Fig. 1: run 1, met1 routing
Scale bar: 20 um.
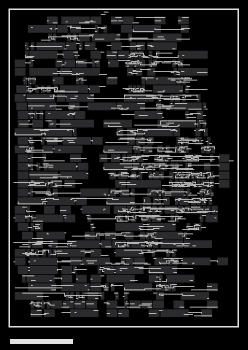
Fig. 2: run 1, the metal 2 layer
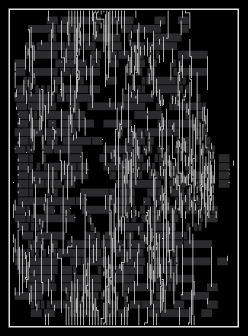
Fig. 3: run 1, M3 wires
Scale bar: 20 um.
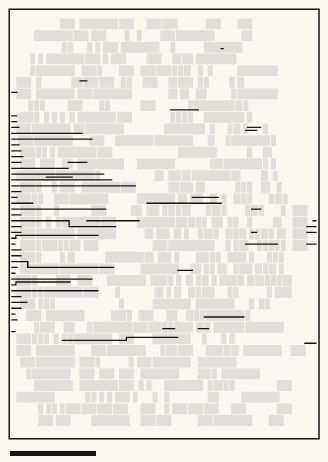
--- config.mk ---
export PLATFORM = sky130hd
export DESIGN_NAME = fft_stage_seq
export DESIGN_NICKNAME = d
export VERILOG_FILES = /design/src/rtl/fft_stage_seq_pkg.sv /design/src/rtl/fft_cfg_shadow.sv /design/src/rtl/fft_stage_seq.sv
export SDC_FILE = /design/constraint.sdc
export NUM_CORES = 1
export LEC_CHECK = 0
export ABC_AREA = 1
export CAP_MARGIN = 20
export CORE_ASPECT_RATIO = 1.4
export CORE_UTILIZATION = 42
export CTS_BUF_LIST = sky130_fd_sc_hd__clkbuf_4
export CTS_CLUSTER_SIZE = 10
export DETAILED_ROUTE_END_ITERATION = 16
export GPL_TIMING_DRIVEN = 0
export PLACE_DENSITY = 0.75
export REMOVE_ABC_BUFFERS = 1
export SYNTH_ARGS = -nofsm -noshare
export SYNTH_HDL_FRONTEND = slang
export SYNTH_HIERARCHICAL = 1
export SYNTH_SLANG_ARGS = --single-unit
--- constraint.sdc ---
create_clock -name clk_sys -period 4.64 [get_ports clk_sys]
set_input_delay 0.464 -clock clk_sys [delete_from_list [all_inputs] [get_ports clk_sys]]
set_output_delay 0.464 -clock clk_sys [all_outputs]
set_load 0.01 [all_outputs]
--- src/rtl/fft_stage_seq_pkg.sv ---
// Shared constants and helpers for the FFT input sequencer: data widths,
// the legal log2(N) range and the FSM state encoding.
package fft_stage_seq_pkg;

  localparam int MAN_W_DEF = 16;
  localparam int EXP_W_DEF = 6;
  localparam int LDN_W     = 4;
  localparam int CNT_W     = 11;

  localparam logic [LDN_W-1:0] LDN_MIN = 4'd2;
  localparam logic [LDN_W-1:0] LDN_MAX = 4'd11;

  typedef enum logic {
    ST_IDLE = 1'b0,
    ST_RUN  = 1'b1
  } state_t;

  function automatic logic ldn_legal(input logic [LDN_W-1:0] ldn);
    return (ldn >= LDN_MIN) && (ldn <= LDN_MAX);
  endfunction

  // Index of the last sample of a block, N-1 with N = 1 << ldn.
  function automatic logic [CNT_W-1:0] last_idx(input logic [LDN_W-1:0] ldn);
    logic [CNT_W:0] n;
    n = (CNT_W+1)'(1) << ldn;
    return n[CNT_W-1:0] - CNT_W'(1);
  endfunction

endpackage

--- src/rtl/fft_cfg_shadow.sv ---
// Pending transform-size register: accepts only legal log2(N) writes and
// pulses an error flag for anything outside the supported range.
module fft_cfg_shadow
  import fft_stage_seq_pkg::*;
(
  input  logic             clk_sys,
  input  logic             rst_sys_n,
  input  logic [LDN_W-1:0] i_cfg_ldn,
  input  logic             i_cfg_load,
  output logic [LDN_W-1:0] o_pending_ldn,
  output logic             o_cfg_err
);

  logic [LDN_W-1:0] r_pending_ldn;
  logic             r_cfg_err;
  logic             w_legal;

  assign w_legal = ldn_legal(i_cfg_ldn);

  always_ff @(posedge clk_sys or negedge rst_sys_n) begin
    if (!rst_sys_n) begin
      r_pending_ldn <= LDN_MAX;
      r_cfg_err     <= 1'b0;
    end else begin
      r_cfg_err <= i_cfg_load & ~w_legal;
      if (i_cfg_load && w_legal) r_pending_ldn <= i_cfg_ldn;
    end
  end

  assign o_pending_ldn = r_pending_ldn;
  assign o_cfg_err     = r_cfg_err;

endmodule

--- src/rtl/fft_stage_seq.sv ---
// Block sequencer at the FFT input: frames blocks, generates pair/block sync,
// shadows log2(N) per block and flags short, long and stray samples.
//
// state | meaning
// IDLE  | waiting for a valid sample with block_sync_i
// RUN   | inside a block, counting samples up to N-1
module fft_stage_seq
  import fft_stage_seq_pkg::*;
#(
  parameter int MAN_WIDTH = MAN_W_DEF,
  parameter int EXP_WIDTH = EXP_W_DEF
) (
  input  logic                 clk_sys,
  input  logic                 rst_sys_n,
  input  logic [LDN_W-1:0]     cfg_ldn_i,
  input  logic                 cfg_load_i,
  input  logic                 block_sync_i,
  input  logic                 data_val_i,
  input  logic [MAN_WIDTH-1:0] data_real_i,
  input  logic [MAN_WIDTH-1:0] data_imag_i,
  input  logic [EXP_WIDTH-1:0] data_exp_i,
  output logic                 block_sync_o,
  output logic                 stage_sync_o,
  output logic                 data_val_o,
  output logic [MAN_WIDTH-1:0] data_real_o,
  output logic [MAN_WIDTH-1:0] data_imag_o,
  output logic [EXP_WIDTH-1:0] data_exp_o,
  output logic [LDN_W-1:0]     ldn_rg_o,
  output logic                 busy_o,
  output logic                 blk_done_o,
  output logic                 err_short_o,
  output logic                 err_long_o,
  output logic                 cfg_err_o
);

  state_t               r_state, w_state_nxt;
  logic [CNT_W-1:0]     r_cnt, w_cnt_nxt, w_last;
  logic [LDN_W-1:0]     r_ldn_rg, w_pending_ldn;
  logic                 w_start, w_fwd, w_ss, w_done, w_err_short, w_err_long;
  logic                 r_val, r_bs, r_ss, r_busy, r_done, r_err_short, r_err_long;
  logic [MAN_WIDTH-1:0] r_re, r_im;
  logic [EXP_WIDTH-1:0] r_exp;

  fft_cfg_shadow u_cfg_shadow (
    .clk_sys      (clk_sys),
    .rst_sys_n    (rst_sys_n),
    .i_cfg_ldn    (cfg_ldn_i),
    .i_cfg_load   (cfg_load_i),
    .o_pending_ldn(w_pending_ldn),
    .o_cfg_err    (cfg_err_o)
  );

  assign w_last = last_idx(r_ldn_rg);

  always_ff @(posedge clk_sys or negedge rst_sys_n) begin
    if (!rst_sys_n) begin
      r_state <= ST_IDLE;
      r_cnt   <= '0;
    end else begin
      r_state <= w_state_nxt;
      r_cnt   <= w_cnt_nxt;
    end
  end

  // A block start from either state is the same event; from RUN it is a restart.
  always_comb begin
    w_state_nxt = r_state;
    w_cnt_nxt   = r_cnt;
    if (w_start) begin
      w_state_nxt = ST_RUN;
      w_cnt_nxt   = CNT_W'(1);
    end else if (w_fwd) begin
      w_cnt_nxt = r_cnt + CNT_W'(1);
      if (w_done) begin
        w_state_nxt = ST_IDLE;
        w_cnt_nxt   = '0;
      end
    end
  end

  always_comb begin
    w_start     = data_val_i & block_sync_i;
    w_fwd       = 1'b0;
    w_ss        = 1'b0;
    w_done      = 1'b0;
    w_err_short = 1'b0;
    w_err_long  = 1'b0;
    if (data_val_i) begin
      if (block_sync_i) begin
        w_fwd       = 1'b1;
        w_ss        = 1'b1;
        w_err_short = (r_state == ST_RUN);
      end else if (r_state == ST_RUN) begin
        w_fwd  = 1'b1;
        w_ss   = ~r_cnt[0];
        w_done = (r_cnt == w_last);
      end else begin
        w_err_long = 1'b1;
      end
    end
  end

  always_ff @(posedge clk_sys or negedge rst_sys_n) begin
    if (!rst_sys_n) begin
      r_val       <= 1'b0;
      r_bs        <= 1'b0;
      r_ss        <= 1'b0;
      r_re        <= '0;
      r_im        <= '0;
      r_exp       <= '0;
      r_ldn_rg    <= LDN_MAX;
      r_busy      <= 1'b0;
      r_done      <= 1'b0;
      r_err_short <= 1'b0;
      r_err_long  <= 1'b0;
    end else begin
      r_val       <= w_fwd;
      r_bs        <= w_start;
      r_ss        <= w_ss;
      r_re        <= w_fwd ? data_real_i : '0;
      r_im        <= w_fwd ? data_imag_i : '0;
      r_exp       <= w_fwd ? data_exp_i : '0;
      r_busy      <= (r_state == ST_RUN);
      r_done      <= w_done;
      r_err_short <= w_err_short;
      r_err_long  <= w_err_long;
      if (w_start) r_ldn_rg <= w_pending_ldn;
    end
  end

  assign data_val_o   = r_val;
  assign block_sync_o = r_bs;
  assign stage_sync_o = r_ss;
  assign data_real_o  = r_re;
  assign data_imag_o  = r_im;
  assign data_exp_o   = r_exp;
  assign ldn_rg_o     = r_ldn_rg;
  assign busy_o       = r_busy;
  assign blk_done_o   = r_done;
  assign err_short_o  = r_err_short;
  assign err_long_o   = r_err_long;

endmodule

==> Slide: Implementation Results, run 1 <==
Key Metrics from the Run

Critical path
  – Element type at the critical path end: flop
  – CP top delay family: simple AND/OR/NAND/NOR gates
  – Max FO, Critical Path: 10
  – Crit-path slowest cell: dfrtp_1
  – CP cell instances: nor2_2 > nand2_1 > ha_1 > xor2_1 > nand3_1 > nor2_1 > nand2_1 > nor2_2 > nand2_4 > nand2_8 > o21ai_2
  – Setup crit start kind: flop
  – Required time of the critical path: 4940 ps
  – Worst EP arrival: 2400 ps
  – CP peak stage delay: a little under 500 ps

Clock network
  – Clk buf depth: 2
  – PostCTS Resize Cnt: 0
  – Clk_lat worst skew: 410 ps
  – Sink count of the clock tree: 66
  – Clk pin slew, worst setup/hold paths: 110 ps
  – CTS Hold Bufs: 0
  – CTS tree: yes
  – Root buf cell: clkbuf_4
  – Setup Fix Bufs, Post-CTS: 0
  – CTS buffer count: 9
  – # H-tree levels: 3

Placed design
  – Placed Instance Area: 3930 um2
  – PortBufs: 96
  – Place WS: 2120 ps
  – HPWL after DPL: 4.40 mm

Synth
  – Yosys Chip Area: 2870 um2
  – Avg Cell Area, Syn: 8.89 um2
  – Synth Seq Share: a little under 60%
  – Cells after Synth: 323
  – Syn. warnings: 6
  – Asr flop ratio synth: 100%
  – Most used DFF post-synth: dfrtp_1
  – Cell count in the Yosys report: about 320
  – Distinct cells, synth: 29
  – Area of the mapped netlist: 2870 um2
  – Number of enable flip-flop cells: 0

Final layout
  – Final nets: about 480
  – Multi-input gate area: roughly 960 um2
  – Fin area: 4090 um2
  – Antenna Cells: 0
  – Ratio of cells with drive above 1 in the final layout: between 10% and 20%
  – Register area: around 1700 um2
  – Synth-to-layout area growth: 42.3%

Timing
  – Final min period: approximately 2100 ps
  – Max Transition Viols Final: 0
  – Final setup violation count: 0
  – WHS: 127 ps
  – F_max: 476 MHz
  – RSZ-0062 raised after global routing: no
  – Relative slew slack: approximately 46%
  – Tcrit/Tclk final: 45.3%
  – Slew at the pin with the worst max-slew slack: 808 ps

Global route
  – GR Util All Layers: a little under a fifth
  – Antenna violations before repair: 0
  – Gr ovfl total: 0
  – First-pass GRT wire length: between 10 and 15 mm
  – Vias in the first global route: about 2.3k

Power
  – Switching Share: 29.2%
  – Net Sw Power: between 0.4 and 0.5 mW
  – Sequential share of power: 46.6%
  – Power Dens Cells: 349 nW/um2
  – Static Leak: 1.99 nW
  – VDD IR max: 0.257 mV
  – Comb pwr share: between 20% and 30%
  – Int Pwr: 1.01 mW

Flow run
  – MaxCap Viol Count: 0
  – Log Warnings: 25

Die
  – Die width: a little over 70 um
  – IO Pins: 97

Route
  – DR WL/cell: 11.4 um
  – Drt via density: 4.43
  – Post-route DRC: 0
  – Number of iterations in the first detailed-routing pass: 4
  – Post-DRT Antenna Nets: 0

Status
  – Status: complete, no violations

Min path
  – Worst Hold Class: in2async
About Fig. 1:
The wires run mostly horizontal. The layer carries 2210 um of wire. The longest straight run is 17.9 um.
Vias: 2317
drt total wl: 5.95 mm
met1 GRT Util: 21.2%

About Fig. 2:
The longest straight run is 55.8 um. 380 nets have wire on it. The wires run mostly vertical. The layer holds 53% of the routed length.

About Fig. 3:
The layer carries 437 um of wire. The longest straight run is 28.8 um. The layer holds 7.3% of the routed length. The wires run mostly horizontal.
GR Util met3: 8.23%

[run 1: power by group through the flow]
stage	clock network (mW)	registers (mW)	logic [mW]
2_1_floorplan	0	0.686	0.175
3_3_place_gp	0	0.674	0.333
3_5_place_dp	0	0.677	0.342
4_1_cts	0.436	0.666	0.343
5_1_grt	0.463	0.672	0.382
6_report	0.423	0.666	0.339
[run 1: per-stage QoR]
| stage | total power, mW | util [%] | instances |
|---|---|---|---|
| floorplan | 0.860 | - | 319 |
| global placement | 1.01 | 59.5 | 507 |
| detailed placement | 1.02 | 59.4 | 507 |
| CTS | 1.44 | 61.8 | 523 |
| global route | 1.52 | 61.8 | 523 |
| finish | 1.43 | 61.8 | 523 |
[run 1: cell type report]
cell class | count | area share, %
Multi-Input combinational cell | 190 | 23.5
Clock inverter | 6 | 1.99
Inverter | 63 | 5.79
Clock buffer | 10 | 1.84
Timing Repair Buffer | 96 | 23.5
Tap cell | 92 | 2.82
Sequential cell | 66 | 40.6
[run 1: cell usage in the layout, fill, tap and decap left out, drive strengths merged, types with 6 or more instances in the layout]
cell type / synthesis / routed
dfrtp: 60 / 60
nand3: 19 / 19
nand2: 73 / 73
inv: 61 / 61
dfstp: 6 / 6
xor2: 7 / 7
o21ai: 10 / 10
clkbuf: 4 / 10
clkdlybuf4s50: 0 / 95
nor2: 63 / 63
[run 1: layer usage]
metal | part of all wire, % | routed length [um] | GRT usage (%)
met5 | 0 | 0 | 0
met4 | 2.1 | 127 | 9.20
met3 | 7.3 | 436 | 8.23
met2 | 53 | 3170 | 31.1
met1 | 37 | 2210 | 21.2
[run 1: final timing paths]
path / to / slack (ps) / from / depth (start not counted)
max: r_cnt[7] / 2540 / ldn_rg_o[2] / 11
min: u_cfg_shadow/o_cfg_err / 130 / rst_sys_n / 1
max reg2reg: r_cnt[7] / 2540 / ldn_rg_o[2] / 11
min reg2reg: busy_o / 430 / r_state / 0
max in group asynchronous: r_cnt[3] / 3970 / rst_sys_n / 1
min in group clk_sys: busy_o / 430 / r_state / 0
[run 1: synthesized netlist by cell type, drive strengths merged, types with 4 or more instances]
master / number / area share, %
xor2: 7 / 2.1
nand4: 4 / 0.87
dfstp: 6 / 5.5
clkbuf: 4 / 0.52
o21ai: 10 / 2.0
inv: 61 / 8.0
a21oi: 4 / 0.83
nand3: 19 / 3.7
nand2: 73 / 11
nor2: 63 / 10
dfrtp: 60 / 52
[run 1: registers in the layout (all words and copies together) (netlist names)]
signal                      cells
u_cfg_shadow/o_cfg_err          1
block_sync_o                    1
data_exp_o                      6
busy_o                          1
u_cfg_shadow/o_pending_ldn      4
blk_done_o                      1
err_long_o                      1
err_short_o                     1
data_real_o                    16
r_cnt                          11
stage_sync_o                    1
r_state                         1
ldn_rg_o                        4
data_val_o                      1
data_imag_o                    16
[run 1: kinds of logic (layout without fill, tap and decap cells)]
family / count (synthesis) / in the layout / share of synthesized area [%]
flip-flops: 66 / 66 / 57.8
adder cells (fa/ha/maj): 2 / 2 / 0.872
buffers and inverters: 67 / 175 / 8.76
AND/OR/NAND/NOR: 162 / 162 / 26.2
AND-OR/OR-AND: 17 / 17 / 3.62
XOR/XNOR: 9 / 9 / 2.75
Fig. 4: run 1, placement view
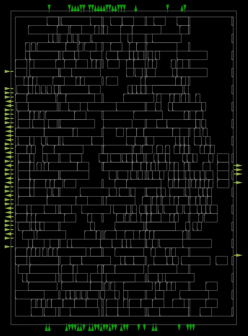

## Run 2: what changed since run 1
==> constraint.sdc (replaced) <==
create_clock -name clk_sys -period 2.1 [get_ports clk_sys]
set_input_delay 0.21 -clock clk_sys [delete_from_list [all_inputs] [get_ports clk_sys]]
set_output_delay 0.21 -clock clk_sys [all_outputs]
set_load 0.01 [all_outputs]
Fig. 5: run 2, placement view
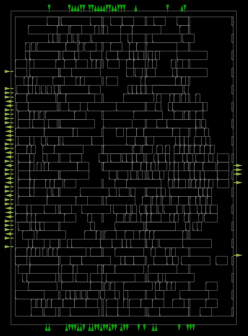
CORE AREA: 6610 um2
seq_cells: 66
Core Rows: 35

Fig. 6: run 2, sequential cells coloured by netlist name
Other sequential cells in the stronger grey, the rest of the logic in the fainter grey.
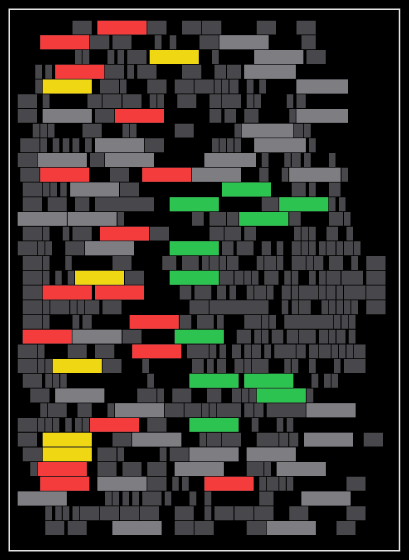
Key: green = `r_cnt` [sequential cells 11, where centre]; red = `data_real_o` [sequential cells 16]; yellow = `data_exp_o` [sequential cells 6]
Another 33 sequential cells are not coloured.
Core Util, Final: 63.0%
register area: 1660 um2
fraction of area in registers: 39.9%

==> run 2 against run 1 <==
Net effect:
- setup slack lost 2400 ps
- global-route usage hardly changed
- sequential share of layout area is 0.74 points lower
- critical path type unchanged
==> Slide: Implementation Results, run 2 <==
Key Metrics from the Run

Flow run
  – Log Warnings: 25
  – MaxCap Viol Count: 0

Clock network
  – Root buf cell: clkbuf_4
  – CTS buffer count: 9
  – Sink count of the clock tree: approximately 66
  – # H-tree levels: 3
  – Clk_lat worst skew: approximately 410 ps
  – CTS tree: yes
  – Clk buf depth: 2
  – Clk pin slew, worst setup/hold paths: 100 ps

Final layout
  – Final std cells w/o fill: 529
  – Commonest non-fill, non-tap cells in the layout: clkdlybuf4s50_1 (95), nand2_1 (66), dfrtp_1 (59)
  – Most numerous logic cell after layout: clkdlybuf4s50_1
  – Final nets: 481
  – Fin area: 4160 um2
  – Synth-to-layout area growth: 45.1%
  – Ratio of cells with drive above 1 in the final layout: 14.6%
  – Antenna Cells: 0

Route
  – DR WL/cell: 11.4 um
  – Drt total wl: 6.01 mm
  – Post-DRT Antenna Nets: 0
  – Drt via density: 4.44
  – Drt initial violations: 115
  – Post-route DRC: 0
  – Vias: around 2.4k
  – Number of iterations in the first detailed-routing pass: 4

Synth
  – Synth Seq Share: approximately 58%
  – Top area cell types: dfrtp_1 (52%), nand2_1 (8.8%), inv_1 (7.3%), nor2_1 (6.0%), dfstp_2 (5.5%)
  – Post-synth top area share: 52.3%
  – Number of enable flip-flop cells: 0
  – Asr flop ratio synth: 100%
  – Most instantiated library cell after synthesis: nand2_1
  – Cells after Synth: 323
  – Syn. warnings: 6
  – Area leader, netlist: dfrtp_1
  – Yosys Chip Area: approximately 2900 um2
  – Distinct cells, synth: 29
  – Avg Cell Area, Syn: 8.89 um2
  – Most used DFF post-synth: dfrtp_1
  – Area of the mapped netlist: 2870 um2
  – Flops after synth: 66
  – Most frequent cells after synthesis: nand2_1 (67), dfrtp_1 (60), inv_1 (56), nor2_1 (46), nand3_1 (17)
  – Cell count in the Yosys report: 323

Global route
  – First-pass GRT wire length: 10.3 mm
  – GR Util All Layers: between 10% and 20%
  – Vias in the first global route: between 2k and 2.5k
  – Antenna violations before repair: 0
  – Gr ovfl total: 0
  – Largest net degree at the start of global routing: 67

Power
  – Power Dens Cells: a little under 800 nW/um2
  – Static Leak: 2.02 nW
  – VDD IR max: 0.571 mV
  – Pwr Total: 3.21 mW

Critical path
  – Setup crit start kind: flop
  – R2r setup slk: between 100 and 150 ps
  – Element type at the critical path end: flop
  – Required time of the critical path: 2400 ps
  – WS Path Type: reg2reg
  – Worst r2r src: ldn_rg_o[2]
  – Worst r2r dst: r_cnt[7]
  – Max FO, Critical Path: 10
  – Worst EP arrival: 2260 ps
  – FF-to-FF path depth: 11
  – CP Launch Point: ldn_rg_o[2]
  – Crit path to: r_cnt[7]

Placed design
  – Placed Instance Area: 3930 um2
  – PortBufs: 96
  – Place WS: -167 ps
  – Final Wtd Congestion: 0.832
  – Post-Place Cells: just over 500
  – HPWL after DPL: 4.40 mm

Timing
  – WHS: roughly 310 ps
  – Final setup violation count: 0
  – Endpoints failing hold: 0
  – Slew at the pin with the worst max-slew slack: about 810 ps
  – F_max: between 500 and 600 MHz
  – Final critical-path setup slack: around 130 ps
  – Setup TNS: 0 ps
  – RSZ-0062 raised after global routing: no
  – Max Transition Viols Final: 0
  – Clk_skew: 10.7 ps
  – Final min period: 1970 ps
  – Tcrit/Tclk final: 93.6%
  – Relative slew slack: 45.7%

Die
  – Initial Utilization: 43.4%
  – Die Ht: 99.8 um
  – IO Pins: 97
  – Die width: 71.9 um
  – Die area: roughly 7200 um2

Status
  – Status: complete, no violations

Min path
  – Worst Hold Class: in2reg
-- run 2: cell counts after synthesis --
No cell type changed its count.
-- run 2: area by class of cell --
cell class              instances  area (um2)
inverters                      63         236
flip-flops and latches         66        1660
well taps                      92         115
fillers                       570        2450
clock buffers                  10        75.1
multi-input cells             190         990
clock inverters                 6        81.3
repair buffers                102        1010
-- run 2: timing repair --
action	in CTS	in global routing
setup endpoints to repair	0	12
hold endpoints to repair	60	0
hold buffers	1	0
buffers inserted	0	5
resized	0	7
-- run 2: worst max-delay path, stage by stage, from the launching register on --
cell and delay (ps):
dfrtp_2 470, nor2_4 210, nand3_2 120, ha_4 280, xor2_1 140, nand3_1 80, nor2_1 100, nand2_1 70
nor2_2 120, nand2_4 90, nand2_8 120, o21ai_2 60
-- run 2: metal layers --
| metal | up-vias | wire length [um] | share of wire (%) | GRT usage, % |
|---|---|---|---|---|
| met2 | 66 | 3250 | 54 | 31.1 |
| met5 | - | 0 | 0 | 0 |
| li1 | 1188 | - | - | - |
| met1 | 1087 | 2240 | 37 | 21.2 |
| met3 | 9 | 418 | 7.0 | 8.23 |
| met4 | 0 | 106 | 1.8 | 9.20 |
-- run 2: where the power goes --
group / total (mW) / switching [mW] / internal [mW]
logic: 0.808 / 0.412 / 0.395
registers: 1.47 / 0.0823 / 1.39
clock network: 0.931 / 0.442 / 0.489
total: 3.21 / 0.937 / 2.27
-- run 2: logic make-up after synthesis --
logic type	after synthesis	synth area share (%)
AOI/OAI and AO/OA	17	3.62
DFF	66	57.8
and+or+nand+nor	162	26.2
buffers and inverters	67	8.76
adders and majority gates	2	0.872
xor gates and xnor gates	9	2.75
-- run 2: worst min path at each step --
stage | start | slack, ps | cells after the start | endpoint
2_1_floorplan | rst_sys_n | -90 | 0 | blk_done_o
3_3_place_gp | r_state | 420 | 0 | busy_o
3_5_place_dp | rst_sys_n | 360 | 1 | ldn_rg_o[2]
4_1_cts | data_imag_i[11] | 280 | 3 | data_imag_o[11]
5_1_grt | data_exp_i[5] | 280 | 3 | data_exp_o[5]
6_report | data_imag_i[11] | 310 | 3 | data_imag_o[11]
Fig. 7: run 2, met1 routing
Scale bar: 20 um.
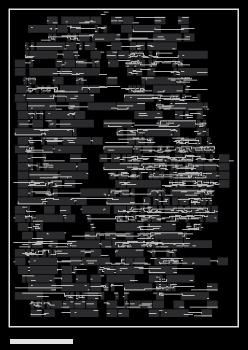

## Run 3: what changed since run 2
--- a/config.mk
+++ b/config.mk
@@ -8,12 +8,12 @@
 export ABC_AREA = 1
 export CAP_MARGIN = 20
 export CORE_ASPECT_RATIO = 1.4
-export CORE_UTILIZATION = 42
-export CTS_BUF_LIST = sky130_fd_sc_hd__clkbuf_4
+export CORE_UTILIZATION = 40
+export CTS_BUF_LIST = sky130_fd_sc_hd__clkbuf_16
 export CTS_CLUSTER_SIZE = 10
 export DETAILED_ROUTE_END_ITERATION = 16
 export GPL_TIMING_DRIVEN = 0
-export PLACE_DENSITY = 0.75
+export PLACE_DENSITY = 0.72
 export REMOVE_ABC_BUFFERS = 1
 export SYNTH_ARGS = -nofsm -noshare
 export SYNTH_HDL_FRONTEND = slang
Fig. 8: run 3, met1 routing
Scale bar: 20 um.
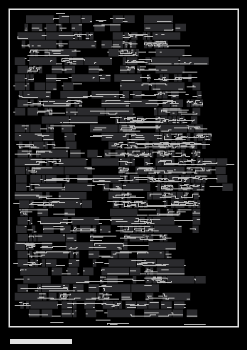
The wires run mostly horizontal. The longest straight run is 23.0 um. 434 nets have wire on it. The layer holds 37% of the routed length.

==> run 3 against run 2 <==
Net effect:
- synthesized area unchanged
- clock skew shrank 3.7 ps
- largest power group unchanged
- flip-flop count did not move
- via count grew 2.0%
- global-route usage is 0.23 points lower
==> Slide: Implementation Results, run 3 <==
Key Metrics from the Run

Synth
  – Synth Seq Share: 57.8%
  – Flops after synth: 66
  – Cell count in the Yosys report: 323
  – Area leader, netlist: dfrtp_1
  – Distinct cells, synth: 29
  – Yosys Chip Area: around 2900 um2
  – Most frequent cells after synthesis: nand2_1 (67), dfrtp_1 (60), inv_1 (56), nor2_1 (46), nand3_1 (17)
  – Syn. warnings: 6
  – Number of enable flip-flop cells: 0
  – Most instantiated library cell after synthesis: nand2_1
  – Avg Cell Area, Syn: 8.89 um2
  – Top area cell types: dfrtp_1 (52%), nand2_1 (8.8%), inv_1 (7.3%), nor2_1 (6.0%), dfstp_2 (5.5%)
  – Area of the mapped netlist: 2870 um2
  – Most used DFF post-synth: dfrtp_1
  – Asr flop ratio synth: 100%
  – Post-synth top area share: 52.3%
  – Cells after Synth: 323

Timing
  – Slew at the pin with the worst max-slew slack: 795 ps
  – Setup TNS: 0 ps
  – Max Transition Viols Final: 0
  – Relative slew slack: 47.0%
  – Tcrit/Tclk final: between 90% and 100%
  – Clk_skew: 7.01 ps
  – Final critical-path setup slack: 112 ps
  – Endpoints failing hold: 0
  – Final min period: 1990 ps
  – Final setup violation count: 0
  – F_max: 503 MHz

Clock network
  – Root buf cell: clkbuf_16
  – Clk pin slew, worst setup/hold paths: 50 ps
  – Clk buf depth: 2
  – # H-tree levels: 3
  – CTS tree: yes
  – CTS buffer count: 9
  – Sink count of the clock tree: between 60 and 70
  – Clk_lat worst skew: 330 ps

Die
  – Die area: roughly 7500 um2
  – Die width: 73.6 um
  – CORE AREA: 6940 um2
  – Initial Utilization: between 40% and 50%
  – IO Pins: 97
  – Die Ht: 102 um
  – Core Rows: 36

Placed design
  – HPWL after DPL: 4.43 mm
  – Place WS: -171 ps
  – PortBufs: 96
  – Final Wtd Congestion: 0.813

Final layout
  – Antenna Cells: 0
  – FILL cells: 613
  – Synth-to-layout area growth: 50.5%
  – Final nets: 488
  – Commonest non-fill, non-tap cells in the layout: clkdlybuf4s50_1 (95), nand2_1 (66), dfrtp_1 (59)
  – Ratio of cells with drive above 1 in the final layout: 15.1%
  – Multi-input gate area: 996 um2
  – Register area: 1660 um2
  – Most numerous logic cell after layout: clkdlybuf4s50_1
  – Core Util, Final: 62.3%

Critical path
  – WS Path Type: reg2reg
  – Setup crit start kind: flop
  – FF-to-FF path depth: 11
  – Max FO, Critical Path: 6
  – Worst r2r dst: r_cnt[4]
  – Element type at the critical path end: flop
  – Required time of the critical path: roughly 2300 ps
  – Crit path to: r_cnt[4]
  – R2r setup slk: between 100 and 150 ps
  – CP Launch Point: ldn_rg_o[2]
  – Worst EP arrival: ~2200 ps
  – Worst r2r src: ldn_rg_o[2]

Global route
  – Antenna violations before repair: 0
  – GR Util met3: 9.17%
  – Grt peak-use layer: met2
  – Vias in the first global route: 2342
  – GRT met2 Usage: 31.1%
  – Largest net degree at the start of global routing: about 67
  – Met1 GRT Util: 20.0%
  – First-pass GRT wire length: 10.4 mm
  – Gr ovfl total: 0
  – GR Util All Layers: a little under a fifth

Route
  – DR WL/cell: 12.0 um
  – Drt initial violations: 105
  – Post-route DRC: 0
  – Number of iterations in the first detailed-routing pass: 4
  – Post-DRT Antenna Nets: 0
  – Drt total wl: 6.47 mm
  – Drt via density: between 4 and 5
  – Vias: approximately 2.4k

Min path
  – Worst Hold Class: in2reg
  – Hold_sp: data_imag_i[8]

Status
  – Status: complete, no violations

Power
  – VDD IR max: about 0.7 mV
  – Power Dens Cells: 827 nW/um2
  – Static Leak: 2.11 nW

Flow run
  – MaxCap Viol Count: 0
  – Log Warnings: 25
Fig. 9: run 3, M3 wires
Scale bar: 20 um.
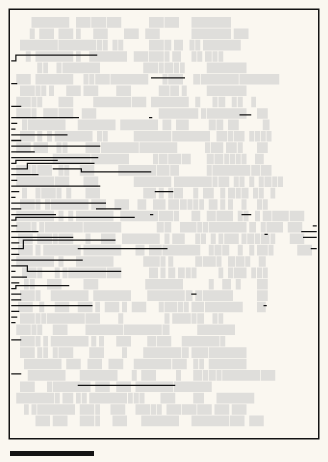
The layer carries 479 um of wire. The wires run mostly horizontal. 51 nets have wire on it. The layer holds 7.4% of the routed length. The longest straight run is 28.3 um.

-- run 3: layout make-up --
cell class / instances / share of cell area, %
multi-input cells: 191 / 23.1
flip-flops and latches: 66 / 38.4
clock inverters: 7 / 0.666
well taps: 95 / 2.75
repair buffers: 108 / 24.3
inverters: 63 / 5.53
clock buffers: 9 / 5.21
-- run 3: what timing repair did --
item	CTS	global route
endpoints found under the hold margin	7	0
gates resized	0	8
endpoints found under the setup margin	0	13
hold buffers	1	0
setup buffers	0	11
-- run 3: logic make-up after synthesis --
group                      count (synthesis)  synth area share (%)
xor gates and xnor gates                   9                  2.75
adders and majority gates                  2                 0.872
and+or+nand+nor                          162                  26.2
DFF                                       66                  57.8
buffers and inverters                     67                  8.76
AOI/OAI and AO/OA                         17                  3.62
-- run 3: per-stage QoR --
stage | power, mW | hold WS, ps | instance area [um2] | std cells
after CTS | 3.53 | 382 | 4200 | 527
final | 3.57 | 399 | 4320 | 539
after floorplan | 1.90 | -85.6 | 2860 | 319
after global routing | 3.77 | 397 | 4320 | 539
after global placement | 2.23 | 433 | 3940 | 510
after detailed placement | 2.25 | 350 | 3930 | 510
-- run 3: routing by layer --
layer	up-vias	wire [um]
met3	11	479
li1	1203	-
met5	-	0
met2	64	3470
met1	1120	2380
met4	0	141
-- run 3: power by group --
group	switching, mW	total [mW]	internal [mW]
Combinational	0.426	0.843	0.417
Sequential	0.0837	1.47	1.39
Clock	0.486	1.26	0.770
Total	0.996	3.57	2.58
-- run 3: worst max-delay path, cell delays in order (launching register included) --
cell	delay, ps
dfrtp_2	460
nor2_4	190
nand3_2	100
ha_4	280
xor2_1	140
nand3_1	90
nor2_1	120
nand2_1	80
nor2_2	140
nand2_4	110
nand2_4	130
nor2_2	40
-- run 3: how the worst min path moves through the flow --
stage	end	slack [ps]	cells after the start
2_1_floorplan	blk_done_o	-90	0
4_1_cts	data_imag_o[8]	380	3
5_1_grt	data_real_o[0]	400	3
3_3_place_gp	busy_o	430	0
6_report	data_imag_o[8]	400	3
3_5_place_dp	data_exp_o[0]	350	1
No activity file was given, so power comes from the tool's default toggle rates.
